===== config.mk =====
export PLATFORM = sky130hd
export DESIGN_NAME = shifter8_seq
export DESIGN_NICKNAME = d
export VERILOG_FILES = /design/src/rtl/shifter8_seq.sv
export SDC_FILE = /design/constraint.sdc
export NUM_CORES = 1
export LEC_CHECK = 0
export CORE_MARGIN = 1.5
export CORE_UTILIZATION = 29
export DETAILED_ROUTE_END_ITERATION = 12
export GPL_ROUTABILITY_DRIVEN = 0
export HOLD_SLACK_MARGIN = 0.06
export PLACE_DENSITY_LB_ADDON = 0.05
export REMOVE_ABC_BUFFERS = 1
export SETUP_SLACK_MARGIN = 0.4
export SYNTH_ARGS = -nofsm -noshare
export SYNTH_HDL_FRONTEND = slang
export SYNTH_SLANG_ARGS = --single-unit

===== constraint.sdc =====
create_clock -name clk -period 2.95 [get_ports clk]
set_clock_uncertainty 0.05 [all_clocks]
set_input_delay 0.4425 -clock clk [delete_from_list [all_inputs] [get_ports clk]]
set_output_delay 0.4425 -clock clk [all_outputs]
set_load 0.05 [all_outputs]

===== src/rtl/shifter8_seq.sv =====
// shifter8_seq: multi-cycle 8-bit shift engine, one bit position per clock.
// Takes one command over a valid/ready input handshake and holds the result
// on a valid/ready output port until the consumer takes it.
// Optional feature: define SHIFTER8_CARRY_EN to add a 'carry' output. It
// carries the last bit shifted or rotated out of the operand.
module shifter8_seq #(
   parameter int AMT_W = 3
) (
   input  logic             clk,
   input  logic             reset_n,
   input  logic             in_valid,
   output logic             in_ready,
   input  logic [2:0]       op,
   input  logic [AMT_W-1:0] amt,
   input  logic [7:0]       din,
   output logic             out_valid,
   input  logic             out_ready,
   output logic [7:0]       dout,
   output logic             busy
`ifdef SHIFTER8_CARRY_EN
   ,
   output logic             carry
`endif
);

   typedef enum logic [1:0] {
      ST_IDLE  = 2'd0,
      ST_SHIFT = 2'd1,
      ST_DONE  = 2'd2
   } state_t;

   localparam logic [2:0] OP_PASS = 3'b000;
   localparam logic [2:0] OP_LSL  = 3'b001;
   localparam logic [2:0] OP_LSR  = 3'b010;
   localparam logic [2:0] OP_ASR  = 3'b011;
   localparam logic [2:0] OP_ROL  = 3'b100;
   localparam logic [2:0] OP_ROR  = 3'b101;

   state_t           state_q, state_d;
   logic [7:0]       work_q, work_d;
   logic [AMT_W-1:0] cnt_q, cnt_d;
   logic [2:0]       op_q, op_d;
`ifdef SHIFTER8_CARRY_EN
   logic             carry_q, carry_d;
`endif

   // PASS and the two reserved codes leave the operand untouched, so a
   // command using them skips the SHIFT state entirely.
   function automatic logic is_pass_class(input logic [2:0] code);
      return (code == OP_PASS) || (code[2:1] == 2'b11);
   endfunction

   // Apply one single-bit step of the given operation.
   function automatic logic [7:0] step(input logic [2:0] code, input logic [7:0] v);
      logic [7:0] r;
      r = v;
      case (code)
         OP_LSL:  r = {v[6:0], 1'b0};
         OP_LSR:  r = {1'b0, v[7:1]};
         OP_ASR:  r = {v[7], v[7:1]};
         OP_ROL:  r = {v[6:0], v[7]};
         OP_ROR:  r = {v[0], v[7:1]};
         default: r = v;
      endcase
      return r;
   endfunction

`ifdef SHIFTER8_CARRY_EN
   // The bit that leaves the operand during one step of the operation.
   function automatic logic step_out(input logic [2:0] code, input logic [7:0] v);
      logic b;
      b = 1'b0;
      case (code)
         OP_LSL, OP_ROL:         b = v[7];
         OP_LSR, OP_ASR, OP_ROR: b = v[0];
         default:                b = 1'b0;
      endcase
      return b;
   endfunction
`endif

   // Next-state and datapath update for the IDLE -> SHIFT -> DONE sequence.
   always_comb begin
      state_d = state_q;
      work_d  = work_q;
      cnt_d   = cnt_q;
      op_d    = op_q;
`ifdef SHIFTER8_CARRY_EN
      carry_d = carry_q;
`endif
      case (state_q)
         ST_IDLE: begin
            if (in_valid) begin
               work_d = din;
               op_d   = op;
               cnt_d  = amt;
`ifdef SHIFTER8_CARRY_EN
               carry_d = 1'b0;
`endif
               if ((amt != '0) && !is_pass_class(op)) begin
                  state_d = ST_SHIFT;
               end else begin
                  state_d = ST_DONE;
               end
            end
         end
         ST_SHIFT: begin
            work_d = step(op_q, work_q);
            cnt_d  = cnt_q - AMT_W'(1);
`ifdef SHIFTER8_CARRY_EN
            carry_d = step_out(op_q, work_q);
`endif
            if (cnt_q == AMT_W'(1)) begin
               state_d = ST_DONE;
            end
         end
         ST_DONE: begin
            if (out_ready) begin
               state_d = ST_IDLE;
            end
         end
         default: begin
            state_d = ST_IDLE;
         end
      endcase
   end

   // State and datapath registers; the synchronous reset discards any command in flight.
   always_ff @(posedge clk) begin
      if (!reset_n) begin
         state_q <= ST_IDLE;
         work_q  <= 8'h00;
         cnt_q   <= '0;
         op_q    <= 3'b000;
`ifdef SHIFTER8_CARRY_EN
         carry_q <= 1'b0;
`endif
      end else begin
         state_q <= state_d;
         work_q  <= work_d;
         cnt_q   <= cnt_d;
         op_q    <= op_d;
`ifdef SHIFTER8_CARRY_EN
         carry_q <= carry_d;
`endif
      end
   end

   // Outputs decode straight from registers, so they are glitch-free.
   always_comb begin
      in_ready  = (state_q == ST_IDLE);
      out_valid = (state_q == ST_DONE);
      busy      = (state_q != ST_IDLE);
      dout      = work_q;
`ifdef SHIFTER8_CARRY_EN
      carry     = carry_q;
`endif
   end

endmodule


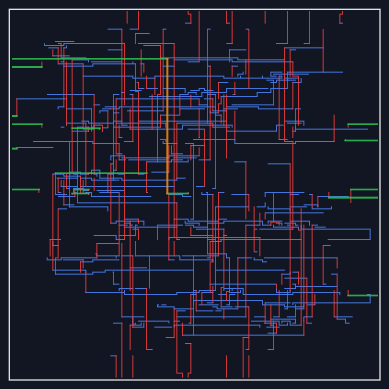
Fig. 1. Metal layers overlaid (run 1).
Drawn at 6 px/um.
M1: shown in blue, wire length 1290 um. M3: shown in green, wire length 96.8 um. M4: shown in orange, wire length 22.4 um. M2: shown in red, wire length 1110 um.
via total after detailed routing: 953
total routing resource utilization after global routing: 0.144

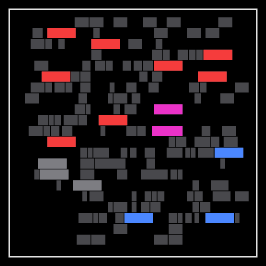
Fig. 2. Register map, names as in the netlist (run 1).
Drawn at 4 px/um. Other sequential cells in the stronger grey, the rest of the logic in the fainter grey.
dout: shown in red, sequential cells 8. cnt_q: shown in blue, sequential cells 3. state_q: shown in magenta, sequential cells 2.
utilization of the core after routing: 0.397
Seq group: 303 uW
area used by sequential logic in the layout: 322 um2
register share of the cell area: 0.245

==> flow_results.xml, run 1 <==
<?xml version="1.0" encoding="UTF-8"?>
<metrics>
  <group name="layout">
    <metric name="flow.area_growth_from_synthesis" unit="%">32.4</metric>
    <metric name="antenna-diode-count" unit="">0</metric>
    <metric name="final_instance_area" unit="um2">1320</metric>
    <metric name="numnets_final" unit="">167</metric>
    <metric name="lay_top_cells" unit="">sky130_fd_sc_hd__clkdlybuf4s50_1, sky130_fd_sc_hd__dfxtp_1, sky130_fd_sc_hd__o21ai_0</metric>
  </group>
  <group name="global_route">
    <metric name="grt_first_pass_wirelength" unit="um">3940</metric>
    <metric name="grt_busiest_layer" unit="">met2</metric>
    <metric name="met3_track_demand_over_resource_in_global_routing" unit="">0.0315</metric>
    <metric name="grt_util_met2" unit="">0.215</metric>
  </group>
  <group name="critical_path">
    <metric name="reg2regPathDepth" unit="">4</metric>
    <metric name="critical_path.startpoint" unit="">state_q[1]</metric>
    <metric name="ff_to_ff_start" unit="">state_q[1]</metric>
    <metric name="timing.critical_path.fanout_max" unit="">13</metric>
    <metric name="timing.critical_path.from_type" unit="">flip-flop</metric>
    <metric name="critPathRequiredTime" unit="ns">2.46</metric>
  </group>
  <group name="yosys">
    <metric name="enable_flop_cells" unit="">0</metric>
    <metric name="netlist_cell_types" unit="">35</metric>
    <metric name="area_fraction_in_mux_cells" unit="">0.0617</metric>
    <metric name="netlist_top_cells_area" unit="">sky130_fd_sc_hd__dfxtp_1, sky130_fd_sc_hd__o31ai_1, sky130_fd_sc_hd__mux2i_1, sky130_fd_sc_hd__o21ai_0, sky130_fd_sc_hd__nand3_1</metric>
    <metric name="synth_largest_type_area_fraction" unit="">0.322</metric>
    <metric name="ys_chip_area" unit="um2">993</metric>
    <metric name="topCombFamilyByArea" unit="">AND-OR/OR-AND gates</metric>
    <metric name="synthesis.area" unit="um2">993</metric>
    <metric name="ys_async_sr_fraction" unit="">0</metric>
    <metric name="synth_stat.cells" unit="">121</metric>
    <metric name="synth-compound-area-share" unit="">0.310</metric>
    <metric name="synthesis.yosys.warnings" unit="">0</metric>
    <metric name="ff_latch_count_synth" unit="">16</metric>
    <metric name="post_synth_fa_ha_maj_area_fraction" unit="">0.0252</metric>
    <metric name="ys.flop_type" unit="">sky130_fd_sc_hd__dfxtp_1</metric>
    <metric name="synth_cells" unit="">121</metric>
    <metric name="synth_area_leader_cell" unit="">sky130_fd_sc_hd__dfxtp_1</metric>
    <metric name="syn_avg_cell_area" unit="um2">8.21</metric>
  </group>
  <group name="timing">
    <metric name="setup_tns" unit="ns">0</metric>
    <metric name="timing.final.setup_violations" unit="">0</metric>
    <metric name="tightestPinTransition" unit="ns">0.612</metric>
    <metric name="top_achievable_clock_speed" unit="MHz">414</metric>
    <metric name="final_min_period_over_clock_period" unit="">0.818</metric>
    <metric name="setup_repair_after_global_routing_missed_its_margin" unit="">false</metric>
    <metric name="final_hold_viol_count" unit="">0</metric>
    <metric name="period_needed" unit="ns">2.41</metric>
    <metric name="whs" unit="ns">0.461</metric>
  </group>
  <group name="routing">
    <metric name="first_pass_iters" unit="">4</metric>
    <metric name="finalWirelength" unit="um">2520</metric>
    <metric name="wl_met3" unit="um">96</metric>
    <metric name="antenna_left" unit="">0</metric>
    <metric name="drc" unit="">0</metric>
  </group>
  <group name="pwr">
    <metric name="seq_power_share" unit="">0.385</metric>
    <metric name="internal_power" unit="uW">447</metric>
    <metric name="power.share.clock" unit="">0.154</metric>
    <metric name="clock_power" unit="uW">121</metric>
    <metric name="pg_comb" unit="uW">362</metric>
    <metric name="power.static_leakage" unit="uW">0.000471</metric>
    <metric name="power.density" unit="nW/um2">597</metric>
  </group>
  <group name="min_path">
    <metric name="worst_hold_path_depth" unit="">2</metric>
    <metric name="min_path_type" unit="">flip-flop to flip-flop</metric>
    <metric name="hold_start" unit="">dout[6]</metric>
  </group>
  <group name="place">
    <metric name="io_buffers" unit="">28</metric>
  </group>
  <group name="run_status">
    <metric name="status" unit="">finished, final reports clean</metric>
  </group>
  <group name="die">
    <metric name="fp.dieArea" unit="um2">3790</metric>
    <metric name="die_h" unit="um">61.5</metric>
    <metric name="dieWidth" unit="um">61.5</metric>
    <metric name="core_utilization_before_placement" unit="">0.300</metric>
  </group>
  <group name="cts">
    <metric name="ctsResizeCount" unit="">0</metric>
    <metric name="insertion_delay" unit="ns">0.29</metric>
    <metric name="cts_root_buf" unit="">sky130_fd_sc_hd__clkbuf_4</metric>
    <metric name="holdBufCountCts" unit="">0</metric>
    <metric name="path_clk_slew" unit="ns">0.10</metric>
  </group>
</metrics>
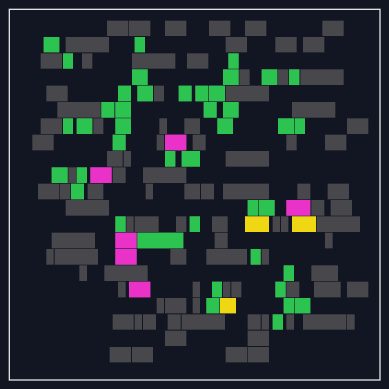
Fig. 3. Logic cells by family (run 1).
Drawn at 6 px/um.
mux cells: shown in magenta, cells 6, most used mux2i_1. non-inverting ao/oa cells: shown in yellow, cells 3. aoi and oai cells: shown in green, cells 42, most used o21ai_0.
Comb area share: 0.459
most numerous logic cell after layout: sky130_fd_sc_hd__clkdlybuf4s50_1
Post-Layout Cell Count: 191

==> run 1: worst max-delay path, stage by stage, from the launching register on <==
cell	delay (ns)
sky130_fd_sc_hd__dfxtp_1	0.61
sky130_fd_sc_hd__nor2b_1	0.21
sky130_fd_sc_hd__clkdlybuf4s50_1	0.81
==> run 1: final cells by class <==
| type | instances | area [um2] |
|---|---|---|
| Clock buffer | 3 | 22.5 |
| Fill cell | 369 | 2000 |
| Inverter | 8 | 30.0 |
| Multi-Input combinational cell | 90 | 603 |
| Sequential cell | 16 | 322 |
| Tap cell | 46 | 57.6 |
| Timing Repair Buffer | 28 | 280 |
==> run 1: registers in the layout, summed over array words and instances, names as in the netlist <==
register and cells:
dout 8, state_q 2, cnt_q 3, op_q 3
==> run 2: changes to the inputs <==
==> constraint.sdc (replaced) <==
create_clock -name clk -period 2.2 [get_ports clk]
set_clock_uncertainty 0.05 [all_clocks]
set_input_delay 0.33 -clock clk [delete_from_list [all_inputs] [get_ports clk]]
set_output_delay 0.33 -clock clk [all_outputs]
set_load 0.05 [all_outputs]
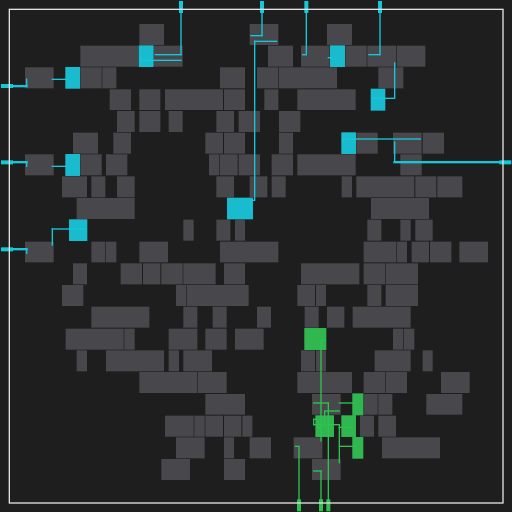
Fig. 4. Nets reached from selected ports (run 2).
Drawn at 8 px/um.
amt: shown in green, bits 3, direction input, edge south, end cells 5, buffers 3, wire 57.2 um. din: shown in cyan, bits 8, direction input, edge 4 north, 3 west, 1 east, end cells 8, buffers 8, wire 105 um.
Port Buffers: 28
count of boundary I/O pins: 29

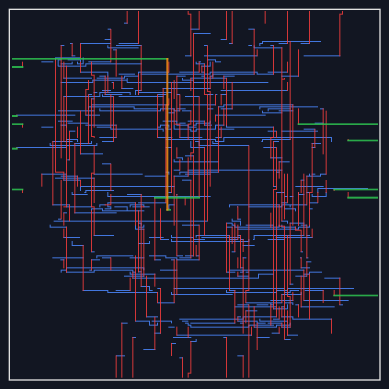
Fig. 5. Metal layers overlaid (run 2).
Drawn at 6 px/um.
M3: shown in green, wire length 76.6 um. M4: shown in orange, wire length 25.2 um. M1: shown in blue, wire length 1280 um. M2: shown in red, wire length 1200 um.
via total after detailed routing: 982
total routing resource utilization after global routing: 0.145
total wire length: 2580 um
routed length per instance: 13.1 um

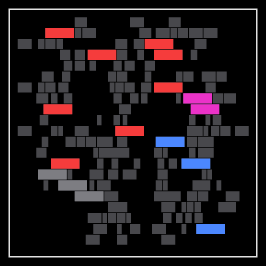
Fig. 6. Register map, names as in the netlist (run 2).
Drawn at 4 px/um. Other sequential cells in the stronger grey, the rest of the logic in the fainter grey.
state_q: shown in magenta, sequential cells 2. cnt_q: shown in blue, sequential cells 3. dout: shown in red, sequential cells 8.
register share of the cell area: 0.238
utilization of the core after routing: 0.407
area used by sequential logic in the layout: 320 um2
Seq group: 383 uW

==> flow_results.xml, run 2 <==
<?xml version="1.0" encoding="UTF-8"?>
<metrics>
  <group name="run_status">
    <metric name="status" unit="">finished, final reports clean</metric>
  </group>
  <group name="timing">
    <metric name="timing.final.setup_violations" unit="">0</metric>
    <metric name="tightestPinTransition" unit="ns">0.494</metric>
    <metric name="final_min_period_over_clock_period" unit="">0.745</metric>
    <metric name="top_achievable_clock_speed" unit="MHz">610</metric>
  </group>
  <group name="yosys">
    <metric name="synth_area_leader_cell" unit="">sky130_fd_sc_hd__dfxtp_1</metric>
    <metric name="ff_latch_count_synth" unit="">16</metric>
    <metric name="synthesis.yosys.warnings" unit="">0</metric>
    <metric name="ys_async_sr_fraction" unit="">0</metric>
    <metric name="synth_cells" unit="">121</metric>
    <metric name="netlist_top_cells_area" unit="">sky130_fd_sc_hd__dfxtp_1, sky130_fd_sc_hd__o31ai_1, sky130_fd_sc_hd__mux2i_1, sky130_fd_sc_hd__o21ai_0, sky130_fd_sc_hd__nand3_1</metric>
    <metric name="enable_flop_cells" unit="">0</metric>
    <metric name="netlist_cell_types" unit="">35</metric>
    <metric name="synth_stat.cells" unit="">121</metric>
    <metric name="syn_avg_cell_area" unit="um2">8.21</metric>
    <metric name="ys.flop_type" unit="">sky130_fd_sc_hd__dfxtp_1</metric>
  </group>
  <group name="routing">
    <metric name="wl_met3" unit="um">76</metric>
  </group>
  <group name="critical_path">
    <metric name="worst_path_largest_cell_delay" unit="ns">0.55</metric>
    <metric name="critical_path.startpoint" unit="">dout[7]</metric>
    <metric name="reg2regPathDepth" unit="">4</metric>
    <metric name="slowest_stage" unit="">sky130_fd_sc_hd__dlygate4sd2_1</metric>
    <metric name="critPathRequiredTime" unit="ns">1.82</metric>
    <metric name="timing.critical_path.fanout_max" unit="">4</metric>
    <metric name="ff_to_ff_start" unit="">op_q[0]</metric>
    <metric name="timing.critical_path.from_type" unit="">flip-flop</metric>
    <metric name="critPathBufInv" unit="">1</metric>
    <metric name="crit_cells" unit="">1</metric>
  </group>
  <group name="layout">
    <metric name="flow.area_growth_from_synthesis" unit="%">35.6</metric>
    <metric name="most_numerous_logic_cell_after_layout" unit="">sky130_fd_sc_hd__clkdlybuf4s50_1</metric>
    <metric name="largest_register_ffs" unit="">8</metric>
    <metric name="lay_top_cells" unit="">sky130_fd_sc_hd__clkdlybuf4s50_1, sky130_fd_sc_hd__dfxtp_1, sky130_fd_sc_hd__o21ai_0</metric>
  </group>
  <group name="pwr">
    <metric name="seq_power_share" unit="">0.351</metric>
    <metric name="power.density" unit="nW/um2">810</metric>
  </group>
  <group name="die">
    <metric name="core_utilization_before_placement" unit="">0.300</metric>
    <metric name="die_h" unit="um">61.5</metric>
    <metric name="dieWidth" unit="um">61.5</metric>
    <metric name="fp.dieArea" unit="um2">3790</metric>
  </group>
  <group name="min_path">
    <metric name="worst_hold_path_depth" unit="">2</metric>
  </group>
  <group name="cts">
    <metric name="insertion_delay" unit="ns">0.30</metric>
    <metric name="path_clk_slew" unit="ns">0.10</metric>
  </group>
</metrics>
-- run 2: logic make-up (layout without fill, tap and decap cells) --
kind of cell | count (synthesis) | count (layout) | synth area share
buffers and inverters | 15 | 45 | 0.0705
adder cells (fa/ha/maj) | 2 | 2 | 0.0252
AND/OR/NAND/NOR | 37 | 37 | 0.210
multiplexers | 6 | 6 | 0.0617
flip-flops | 16 | 16 | 0.322
AND-OR/OR-AND | 45 | 45 | 0.310
-- run 2: final cells by class --
class / instances / area (um2)
sequential: 16 / 320
multi-input combinational: 90 / 603
timing repair buffer: 33 / 300
clock buffer: 4 / 36.3
inverter: 8 / 30.0
tap: 46 / 57.6
fill: 368 / 1960
-- run 2: what timing repair did --
action                                  4_1_cts  5_1_grt
resized                                       8        0
hold buffers                                  0        0
endpoints found under the setup margin        8        0
==> run 3: changes to the inputs <==
==> constraint.sdc (replaced) <==
create_clock -name clk -period 1.3 [get_ports clk]
set_clock_uncertainty 0.05 [all_clocks]
set_input_delay 0.195 -clock clk [delete_from_list [all_inputs] [get_ports clk]]
set_output_delay 0.195 -clock clk [all_outputs]
set_load 0.05 [all_outputs]
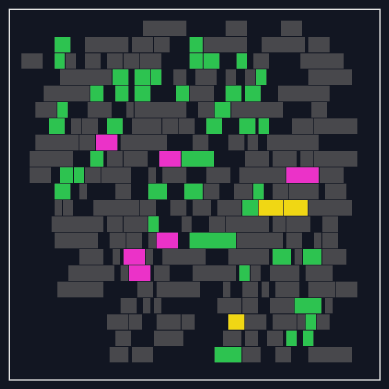
Fig. 7. Logic cells by family (run 3).
Drawn at 6 px/um.
aoi and oai cells: shown in green, cells 42, where widely spread. mux cells: shown in magenta, cells 6, most used mux2i_1. non-inverting ao/oa cells: shown in yellow, cells 3.
most numerous logic cell after layout: sky130_fd_sc_hd__buf_4
Post-Layout Cell Count: 239
Comb area share: 0.357

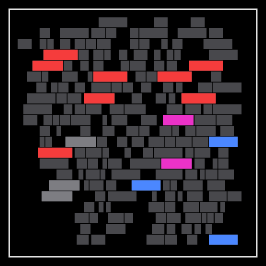
Fig. 8. Register map, names as in the netlist (run 3).
Drawn at 4 px/um. Other sequential cells in the stronger grey, the rest of the logic in the fainter grey.
dout: shown in red, sequential cells 8. cnt_q: shown in blue, sequential cells 3. state_q: shown in magenta, sequential cells 2.
Another 3 sequential cells are not coloured.
Seq group: 678 uW
area used by sequential logic in the layout: 352 um2

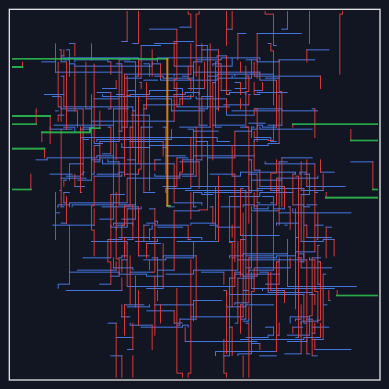
Fig. 9. Metal layers overlaid (run 3).
Drawn at 6 px/um.
total routing resource utilization after global routing: 0.176
total wire length: 3140 um
routed length per instance: 13.1 um
via total after detailed routing: 1181

==> flow_results.xml, run 3 <==
<?xml version="1.0" encoding="UTF-8"?>
<metrics>
  <group name="layout">
    <metric name="antenna-diode-count" unit="">0</metric>
    <metric name="largest_register_ffs" unit="">8</metric>
    <metric name="nFillCells" unit="">306</metric>
    <metric name="finalCoreUtilization" unit="">0.607</metric>
    <metric name="flow.area_growth_from_synthesis" unit="%">102</metric>
    <metric name="combGateArea" unit="um2">717</metric>
    <metric name="final_instance_area" unit="um2">2010</metric>
    <metric name="numnets_final" unit="">214</metric>
    <metric name="lay_top_cells" unit="">sky130_fd_sc_hd__buf_4, sky130_fd_sc_hd__clkdlybuf4s50_1, sky130_fd_sc_hd__buf_12</metric>
  </group>
  <group name="yosys">
    <metric name="synth_cells" unit="">121</metric>
    <metric name="synth-compound-area-share" unit="">0.310</metric>
    <metric name="synth_stat.cells" unit="">121</metric>
    <metric name="post_synth_fa_ha_maj_area_fraction" unit="">0.0252</metric>
    <metric name="synthesis.yosys.warnings" unit="">0</metric>
    <metric name="syn_avg_cell_area" unit="um2">8.21</metric>
    <metric name="area_fraction_in_mux_cells" unit="">0.0617</metric>
    <metric name="ys_async_sr_fraction" unit="">0</metric>
    <metric name="seq_area_frac_synth" unit="">0.322</metric>
    <metric name="ys_sh_xor" unit="">0</metric>
    <metric name="enable_flop_cells" unit="">0</metric>
    <metric name="topCombFamilyByArea" unit="">AND-OR/OR-AND gates</metric>
    <metric name="ys.flop_type" unit="">sky130_fd_sc_hd__dfxtp_1</metric>
    <metric name="ff_latch_count_synth" unit="">16</metric>
    <metric name="netlist_cell_types" unit="">35</metric>
    <metric name="synthesis.area" unit="um2">993</metric>
    <metric name="ys_chip_area" unit="um2">993</metric>
    <metric name="yosys.area_share.simple" unit="">0.210</metric>
    <metric name="synth_largest_type_area_fraction" unit="">0.322</metric>
    <metric name="netlist_top_cells_area" unit="">sky130_fd_sc_hd__dfxtp_1, sky130_fd_sc_hd__o31ai_1, sky130_fd_sc_hd__mux2i_1, sky130_fd_sc_hd__o21ai_0, sky130_fd_sc_hd__nand3_1</metric>
  </group>
  <group name="routing">
    <metric name="detail_route.vias_per_cell" unit="">4.94</metric>
    <metric name="antenna_left" unit="">0</metric>
    <metric name="first_pass_iters" unit="">2</metric>
  </group>
  <group name="global_route">
    <metric name="grt_first_pass_wirelength" unit="um">5000</metric>
    <metric name="grt_util_met2" unit="">0.301</metric>
    <metric name="met3_track_demand_over_resource_in_global_routing" unit="">0.0315</metric>
    <metric name="grt_busiest_layer" unit="">met2</metric>
  </group>
  <group name="timing">
    <metric name="tightestPinTransition" unit="ns">0.243</metric>
    <metric name="timing.final.setup_violations" unit="">11</metric>
    <metric name="whs" unit="ns">0.339</metric>
    <metric name="period_needed" unit="ns">1.41</metric>
    <metric name="setup_repair_after_global_routing_missed_its_margin" unit="">true</metric>
    <metric name="final_hold_viol_count" unit="">0</metric>
    <metric name="top_achievable_clock_speed" unit="MHz">710</metric>
    <metric name="setup_tns" unit="ns">-0.949</metric>
    <metric name="postLayoutSetupSlackWorst" unit="ns">-0.109</metric>
    <metric name="final_min_period_over_clock_period" unit="">1.08</metric>
  </group>
  <group name="die">
    <metric name="fp.dieArea" unit="um2">3790</metric>
    <metric name="core_utilization_before_placement" unit="">0.300</metric>
    <metric name="dieWidth" unit="um">61.5</metric>
    <metric name="design.portCount" unit="">29</metric>
  </group>
  <group name="cts">
    <metric name="holdBufCountCts" unit="">0</metric>
    <metric name="cts_root_buf" unit="">sky130_fd_sc_hd__clkbuf_4</metric>
    <metric name="ctsResizeCount" unit="">50</metric>
    <metric name="path_clk_slew" unit="ns">0.10</metric>
    <metric name="numClockSinks" unit="">16</metric>
  </group>
  <group name="pwr">
    <metric name="seq_power_share" unit="">0.266</metric>
    <metric name="power.share.clock" unit="">0.136</metric>
    <metric name="pg_comb" unit="uW">1520</metric>
    <metric name="power.static_leakage" unit="uW">0.000830</metric>
    <metric name="clock_power" unit="uW">346</metric>
    <metric name="power.density" unit="nW/um2">1270</metric>
    <metric name="internal_power" unit="uW">1580</metric>
    <metric name="switching_share" unit="">0.377</metric>
  </group>
  <group name="place">
    <metric name="io_buffers" unit="">28</metric>
    <metric name="placed_cells_incl_taps" unit="">214</metric>
  </group>
  <group name="run_status">
    <metric name="failed_checks" unit="">negative setup slack</metric>
    <metric name="status" unit="">complete, but fails checks</metric>
  </group>
  <group name="critical_path">
    <metric name="critPathRequiredTime" unit="ns">1.05</metric>
    <metric name="reg2regPathDepth" unit="">6</metric>
    <metric name="timing.critical_path.from_type" unit="">flip-flop</metric>
    <metric name="timing.critical_path.fanout_max" unit="">5</metric>
    <metric name="ff_to_ff_start" unit="">state_q[1]</metric>
    <metric name="critical_path.startpoint" unit="">state_q[1]</metric>
  </group>
  <group name="min_path">
    <metric name="min_path_type" unit="">input pin to flip-flop</metric>
  </group>
</metrics>
==> run 3: critical path, stage by stage (launching register included) <==
cell and delay [ns]:
sky130_fd_sc_hd__dfxtp_2 0.36, sky130_fd_sc_hd__buf_6 0.13, sky130_fd_sc_hd__nor2b_4 0.15, sky130_fd_sc_hd__buf_6 0.10
sky130_fd_sc_hd__buf_12 0.12
==> run 3: area by class of cell <==
| cell class | count | area share |
|---|---|---|
| repair buffers | 74 | 0.407 |
| well taps | 46 | 0.0286 |
| flip-flops and latches | 16 | 0.175 |
| multi-input cells | 91 | 0.357 |
| inverters | 8 | 0.0149 |
| clock buffers | 4 | 0.0180 |
Power figures rest on the tool's default switching activity, not on a simulated workload.
